--- config.mk ---
export PLATFORM = sky130hd
export DESIGN_NAME = layer_mixer_n_flat
export DESIGN_NICKNAME = d
export VERILOG_FILES = /design/src/rtl/layer_mixer_n_if.sv /design/src/rtl/layer_mixer_n.sv /design/src/flat_wrapper.sv
export SDC_FILE = /design/constraint.sdc
export NUM_CORES = 1
export LEC_CHECK = 0
export CAP_MARGIN = 10
export CORE_ASPECT_RATIO = 0.8
export CORE_MARGIN = 2
export CORE_UTILIZATION = 54
export DETAILED_ROUTE_END_ITERATION = 8
export PLACE_DENSITY = 0.86
export RECOVER_POWER = 50
export SYNTH_ARGS = -nofsm -noshare
export SYNTH_HDL_FRONTEND = slang
export SYNTH_SLANG_ARGS = --single-unit
--- constraint.sdc ---
create_clock -name i_clk -period 4.72 [get_ports i_clk]
set_clock_uncertainty 0.05 [all_clocks]
set_input_delay 0.472 -clock i_clk [delete_from_list [all_inputs] [get_ports i_clk]]
set_output_delay 0.472 -clock i_clk [all_outputs]
set_load 0.1 [all_outputs]
--- src/rtl/layer_mixer_n_if.sv ---
// layer_mixer_n_if: pixel, config and status bundle for the N-layer compositor
// Ports (slave = compositor side):
//   in  i_frame_start, i_data_enable, i_colors, i_active, i_bg_color,
//       i_cfg_wr, i_cfg_layer, i_cfg_mode
//   out o_color, o_data_enable, o_top_layer, o_any_active, o_cfg_pending
interface layer_mixer_n_if #(
    parameter int LAYERS  = 2,
    parameter int COLOR_W = 8,
    parameter int IDX_W   = 3
);
    logic                        i_frame_start;
    logic                        i_data_enable;
    logic [LAYERS*3*COLOR_W-1:0] i_colors;
    logic [LAYERS-1:0]           i_active;
    logic [3*COLOR_W-1:0]        i_bg_color;
    logic                        i_cfg_wr;
    logic [IDX_W-1:0]            i_cfg_layer;
    logic [1:0]                  i_cfg_mode;
    logic [3*COLOR_W-1:0]        o_color;
    logic                        o_data_enable;
    logic [IDX_W-1:0]            o_top_layer;
    logic                        o_any_active;
    logic                        o_cfg_pending;
    modport master (
        output i_frame_start, i_data_enable, i_colors, i_active, i_bg_color,
               i_cfg_wr, i_cfg_layer, i_cfg_mode,
        input  o_color, o_data_enable, o_top_layer, o_any_active, o_cfg_pending
    );
    modport slave (
        input  i_frame_start, i_data_enable, i_colors, i_active, i_bg_color,
               i_cfg_wr, i_cfg_layer, i_cfg_mode,
        output o_color, o_data_enable, o_top_layer, o_any_active, o_cfg_pending
    );
endinterface

--- src/rtl/layer_mixer_n.sv ---
// layer_mixer_n: N-layer RGB compositor with per-layer off/opaque/blend/add modes, frame-synced
// Ports:
//   i_clk, i_rst (sync, active-high)
//   bus (slave): pixel stream in, config writes in, composed pixel and status out
module layer_mixer_n #(
    parameter int LAYERS  = 2,
    parameter int COLOR_W = 8,
    parameter int IDX_W   = 3
) (
    input logic            i_clk,
    input logic            i_rst,
    layer_mixer_n_if.slave bus
);
    localparam int PW = 3 * COLOR_W;

    logic [LAYERS-1:0][1:0]     shadow, live, sh_nxt, mode1;
    logic [LAYERS-1:0]          eff, eff1;
    logic [LAYERS*PW-1:0]       col1;
    logic [PW-1:0]              bg1, acc;
    logic                       de1;
    logic [IDX_W-1:0]           top;
    logic [COLOR_W:0]           sum;
    logic [COLOR_W-1:0]         pix;

    // Shadow after this cycle's write; also what live takes at frame start (write-through).
    always_comb begin
        sh_nxt = shadow;
        for (int k = 0; k < LAYERS; k++)
            if (bus.i_cfg_wr && 32'(bus.i_cfg_layer) == k) sh_nxt[k] = bus.i_cfg_mode;
    end

    always_comb begin
        eff = '0;
        for (int k = 0; k < LAYERS; k++) eff[k] = bus.i_active[k] & |live[k];
    end

    // Bottom-to-top chain; each contributing layer operates on what lies beneath it.
    always_comb begin
        acc = bg1;
        top = '0;
        sum = '0;
        pix = '0;
        for (int k = 0; k < LAYERS; k++)
            if (eff1[k]) begin
                top = IDX_W'(k);
                for (int c = 0; c < 3; c++) begin
                    pix = col1[k*PW + c*COLOR_W +: COLOR_W];
                    sum = {1'b0, acc[c*COLOR_W +: COLOR_W]} + {1'b0, pix};
                    acc[c*COLOR_W +: COLOR_W] = mode1[k] == 2'b01 ? pix :
                                                mode1[k] == 2'b10 ? sum[COLOR_W:1] :
                                                sum[COLOR_W] ? '1 : sum[COLOR_W-1:0];
                end
            end
    end

    always_ff @(posedge i_clk) begin
        if (i_rst) begin
            shadow             <= {LAYERS{2'b01}};
            live               <= {LAYERS{2'b01}};
            mode1              <= {LAYERS{2'b01}};
            eff1               <= '0;
            col1               <= '0;
            bg1                <= '0;
            de1                <= 1'b0;
            bus.o_color        <= '0;
            bus.o_data_enable  <= 1'b0;
            bus.o_top_layer    <= '0;
            bus.o_any_active   <= 1'b0;
            bus.o_cfg_pending  <= 1'b0;
        end else begin
            shadow             <= sh_nxt;
            if (bus.i_frame_start) live <= sh_nxt;
            mode1              <= live;
            eff1               <= eff;
            col1               <= bus.i_colors;
            bg1                <= bus.i_bg_color;
            de1                <= bus.i_data_enable;
            bus.o_color        <= de1 ? acc : '0;
            bus.o_data_enable  <= de1;
            bus.o_top_layer    <= de1 ? top : '0;
            bus.o_any_active   <= de1 & |eff1;
            bus.o_cfg_pending  <= shadow != live;
        end
    end
endmodule

--- src/flat_wrapper.sv ---
// flat-port wrapper written by rule: the top's interface ports become plain ports
module layer_mixer_n_flat 
#(
    parameter int LAYERS  = 2,
    parameter int COLOR_W = 8,
    parameter int IDX_W   = 3
)
  (i_clk, i_rst, bus_i_frame_start, bus_i_data_enable, bus_i_colors, bus_i_active, bus_i_bg_color, bus_i_cfg_wr, bus_i_cfg_layer, bus_i_cfg_mode, bus_o_color, bus_o_data_enable, bus_o_top_layer, bus_o_any_active, bus_o_cfg_pending);
  layer_mixer_n_if #(.LAYERS(LAYERS), .COLOR_W(COLOR_W), .IDX_W(IDX_W)) bus_i ();
  input logic i_clk;
  input logic i_rst;
  input wire logic [$bits(bus_i.i_frame_start)-1:0] bus_i_frame_start;
  input wire logic [$bits(bus_i.i_data_enable)-1:0] bus_i_data_enable;
  input wire logic [$bits(bus_i.i_colors)-1:0] bus_i_colors;
  input wire logic [$bits(bus_i.i_active)-1:0] bus_i_active;
  input wire logic [$bits(bus_i.i_bg_color)-1:0] bus_i_bg_color;
  input wire logic [$bits(bus_i.i_cfg_wr)-1:0] bus_i_cfg_wr;
  input wire logic [$bits(bus_i.i_cfg_layer)-1:0] bus_i_cfg_layer;
  input wire logic [$bits(bus_i.i_cfg_mode)-1:0] bus_i_cfg_mode;
  output wire logic [$bits(bus_i.o_color)-1:0] bus_o_color;
  output wire logic [$bits(bus_i.o_data_enable)-1:0] bus_o_data_enable;
  output wire logic [$bits(bus_i.o_top_layer)-1:0] bus_o_top_layer;
  output wire logic [$bits(bus_i.o_any_active)-1:0] bus_o_any_active;
  output wire logic [$bits(bus_i.o_cfg_pending)-1:0] bus_o_cfg_pending;
  assign bus_i.i_frame_start = bus_i_frame_start;
  assign bus_i.i_data_enable = bus_i_data_enable;
  assign bus_i.i_colors = bus_i_colors;
  assign bus_i.i_active = bus_i_active;
  assign bus_i.i_bg_color = bus_i_bg_color;
  assign bus_i.i_cfg_wr = bus_i_cfg_wr;
  assign bus_i.i_cfg_layer = bus_i_cfg_layer;
  assign bus_i.i_cfg_mode = bus_i_cfg_mode;
  assign bus_o_color = bus_i.o_color;
  assign bus_o_data_enable = bus_i.o_data_enable;
  assign bus_o_top_layer = bus_i.o_top_layer;
  assign bus_o_any_active = bus_i.o_any_active;
  assign bus_o_cfg_pending = bus_i.o_cfg_pending;
  layer_mixer_n #(.LAYERS(LAYERS), .COLOR_W(COLOR_W), .IDX_W(IDX_W)) u_core (.i_clk(i_clk), .i_rst(i_rst), .bus(bus_i));
endmodule
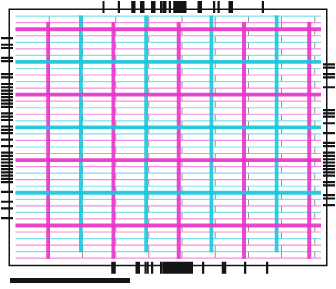
Figure 1: floorplan with the power grid.
Scale bar: 50 um. Pins as bars on the die edge. Tap cells in grey.
Cyan stands for VDD. Magenta stands for VSS.
114 signal pins sit on the boundary. 7 straps on met5.

==> summary.txt <==
Implementation results

The flow ran to the end, but the final reports show violations. The final reports fail on capacitance limit, slew limit. The cell family contributing the most delay on the critical path is AND-OR/OR-AND gates. The number of nets in the final layout is about 1.1k.

Across all layers, the routed design uses between 6k and 7k vias. The TritonCTS clock tree is built. The final clock period utilization by the worst path is about nine tenths. The report counts max-capacitance violations totalling 1. The dominant synthesized flop cell is sky130_fd_sc_hd__dfxtp_1.

The remaining routing DRC violations is 0. The aggregate global-route resource usage is a little over a quarter. The critical path in this run is classified as reg2reg. The post-synthesis async set-or-reset flop share is 0%. In the post-route report, total wirelength is listed as 19200 um. The floorplan die height is ~110 um.

The report lists the cells along the critical path as ha_1 > fa_1 > a21oi_1 > o211a_1 > o21ai_1 > or4_1 > a22oi_2 > inv_1 > ha_1 > a211oi_1 > nor2_1 > o22ai_1 > xnor2_1 > o311ai_0 > o211a_1. In the hold timing report, the worst path depth is 2. The top achievable clock speed is between 0.2 and 0.25 GHz.

The number of global-route vias before repair is ~6.0k. The arrival time at the worst endpoint is between 4 and 5 ns. The horizontal die size is ~130 um. The total area inside the core boundary comes to around 13000 um2. The number of top-level pins is 114. The root buffer cell chosen for the clock tree is sky130_fd_sc_hd__clkbuf_16. The timing endpoint of the critical path is u_core.bus.o_color[4].

The synthesis-stage register bit count is 115. On the critical path, the stage with the largest delay is an instance of sky130_fd_sc_hd__fa_1. According to the Yosys statistics, the synthesized design has a chip area of 7010 um2. The total leakage power is 0.00353 uW. STA classifies the critical path endpoint as a register. At the pin with the least slew margin, the transition time is approximately 3.4 ns. The flow reported a cell area power density of between 300 and 400 nW/um2. The final timing report lists a hold violation count of 0. Buffers inserted to repair hold after CTS numbered 0. The first detailed-routing pass ran for 5 iterations. Counting distinct cell types in the post-synthesis netlist gives ~83. The critical path buffer and inverter count is 1. After clock tree synthesis, the setup repair step added 0 buffers. In the post-synthesis netlist, the biggest area contributors are sky130_fd_sc_hd__dfxtp_1 33%, sky130_fd_sc_hd__ha_1 8.7%, sky130_fd_sc_hd__nor2b_1 7.7%. Summed over all nets, the half-perimeter wirelength after detailed placement is approximately 14000 um. The H-tree depth is 4. Total power for the finished layout comes to around 2900 uW.

Across all stage logs, warnings added up to 27. In the synthesized netlist, the cells that appear most often are 115 x sky130_fd_sc_hd__dfxtp_1, 86 x sky130_fd_sc_hd__nor2b_1, 74 x sky130_fd_sc_hd__nor2_1, 57 x sky130_fd_sc_hd__a21oi_1, 49 x sky130_fd_sc_hd__ha_1. The synthesis report lists the Yosys warning total as 0. The post-synthesis cell type with the largest instance count is sky130_fd_sc_hd__dfxtp_1. TritonRoute output was used to compute an average wire per cell of about 17 um. The count of nets left with antenna violations once routing finished came out at 0. The remaining global-route overflow is 0.

Once layout is complete, the utilization of the core stands at 68.6%. The count of final max-slew check failures is about 89. In this run the worst hold path is classified as reg2reg. The initial antenna violation count is 0. The setup slack on the worst flop-to-flop path is a little under 0.4 ns. Setup repair after global routing left no endpoint under its margin.

Sequential elements use about a third of the synthesized area. The critical path launch point type is a register. Per STA, the startpoint of the critical path is u_core.bg1[0]. The most common logic cell in the routed design is sky130_fd_sc_hd__dfxtp_1. The capture point of the worst reg-to-reg path is u_core.bus.o_color[4]. For this run, the script counts the antenna cells in the layout as 0. The routability congestion estimate from global placement is between 0.9 and 1. The overall chip area is approximately 14000 um2. Ranking logic cells in the layout by count gives the top entries 115 x sky130_fd_sc_hd__dfxtp_1, 110 x sky130_fd_sc_hd__clkdlybuf4s50_1, 86 x sky130_fd_sc_hd__nor2b_1, 74 x sky130_fd_sc_hd__nor2_1, 57 x sky130_fd_sc_hd__a21oi_1. The share of post-route cells with drive strength above 1 is 7.35%. The worst-case clock buffer depth is 2. In the hold report, the worst path ends at u_core.eff1[1]. STA lists the startpoint of the worst hold path as u_core.live[3]. The share of Yosys cell area claimed by the top area cell type is 32.8%. The number of instances in the synthesized netlist is between 800 and 900.

The average cell area after synthesis is 8.60 um2. The fraction of the core area occupied by cells at floorplan is between 50% and 60%. The maximum fanout count along the critical path is 6. The count of buffers added on input and output ports is 111. Measured in cells, the most critical reg-to-reg path has a length of 15. The CTS log lists the clock sinks for this run as roughly 120. Subtracting the final worst setup slack from the clock period gives around 4.3 ns.

Between the synthesized netlist and the finished layout, the area growth was recorded as 25.1%. The worst slew slack as a fraction of its limit is -126%. The cell area after synthesis is between 7000 and 8000 um2. The aggregate negative setup slack is 0 ns.

Entering global routing, the biggest net connects between 80 and 90 pins. Clock-pin slew was measured on the worst setup and hold paths at ~0.060 ns. The final count of negative-setup-slack endpoints is 0. In this run, synthesis inferred 0 flip-flops with an integrated enable. Per the timing report, the most critical flop-to-flop path originates at u_core.bg1[0]. The number of placement rows is 37. In this run, post-CTS repair resized a total of 0 instances. The initial detailed-routing violation count is between 800 and 900.

The largest stage delay on the critical path is around 0.47 ns. The total CTS buffers is 17. The timing report lists the critical path depth as 15 cells. Using the TritonRoute via totals, the vias-per-cell ratio works out to between 6 and 7. The critical path required time is about 5 ns. The library cell occupying the most area in the post-synthesis netlist is sky130_fd_sc_hd__dfxtp_1.

The maximum VDD drop is 0.261 mV. At the later pin of the worst-skew pair, clock insertion delay measures ~0.42 ns. The number of standard cells reported by yosys is about 800. The first global-routing pass estimated 30200 um of wire.
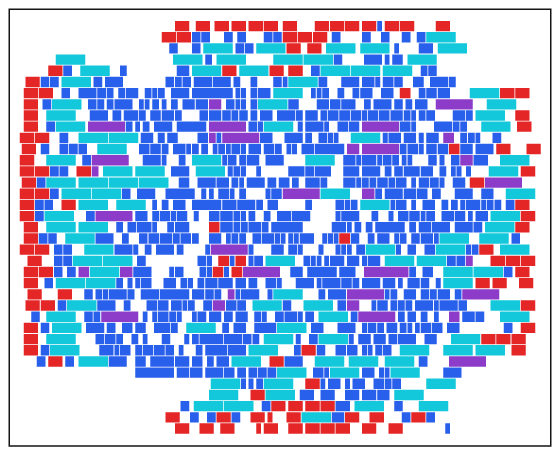
Figure 2: placed cells, one colour a class.
Red stands for other buffers and delay cells, cells 120. Blue stands for all other logic, cells 658. Purple stands for clock drivers and dummy loads, cells 32. Cyan stands for flip-flops, cells 115.

==> cells by family (layout without fill, tap and decap cells) <==
family	Yosys count	in the layout	share of synthesized area, %
DFF	115	115	32.8
AOI/OAI and AO/OA	261	261	27.0
xor gates and xnor gates	27	27	3.48
muxes	8	8	1.16
other	1	2	0.0535
and+or+nand+nor	277	277	20.8
adders and majority gates	55	55	10.5
buffers and inverters	71	180	4.25
==> cell type report <==
cell class                      count  area, um2
Multi-Input combinational cell    630       4410
Fill cell                         986       4010
Sequential cell                   115       2300
Timing Repair Buffer              120       1170
Clock buffer                       17        425
Tap cell                          175        219
Clock inverter                     15        134
Inverter                           28        105
==> state kept, by name, summed over array words and instances, names as in the netlist, 2 cells and up <==
register,cells
u_core.bg1,24
u_core.bus.o_color,24
u_core.col1,48
u_core.eff1,2
u_core.live,4
u_core.mode1,4
u_core.shadow,4
==> worst reg2reg max path, delay by kind of cell (launching register included) <==
family / cells / cell delay, ns
AND-OR/OR-AND: 8 / 2.04
XOR/XNOR: 1 / 0.16
AND/OR/NAND/NOR: 2 / 0.57
adder cells (fa/ha/maj): 3 / 1.05
buffers and inverters: 1 / 0.07
flip-flops: 1 / 0.32
==> through the flow <==
stage	cells	instance area, um2	hold WS [ns]	worst slack, ns
after detailed placement	1068	8210	0.467	0.595
final	1100	8770	0.474	0.392
after global placement	1068	8210	0.460	0.698
after CTS	1100	8770	0.475	0.541
after floorplan	816	7010	0.435	0.986
after global routing	1100	8770	0.489	0.117
==> power by group <==
part / internal, uW / switching [uW]
Clock: 725 / 490
Sequential: 1020 / 38.5
Combinational: 258 / 351
==> metal layers <==
metal  vias up  GRT usage, %  part of all wire, %
met5         -             0                    0
met1      3048          37.4                   44
met4         0          12.0                  3.0
met3        67          8.58                   12
met2       407          39.8                   41
li1       3170             -                    -
Power is estimated from default activity; no workload was simulated.
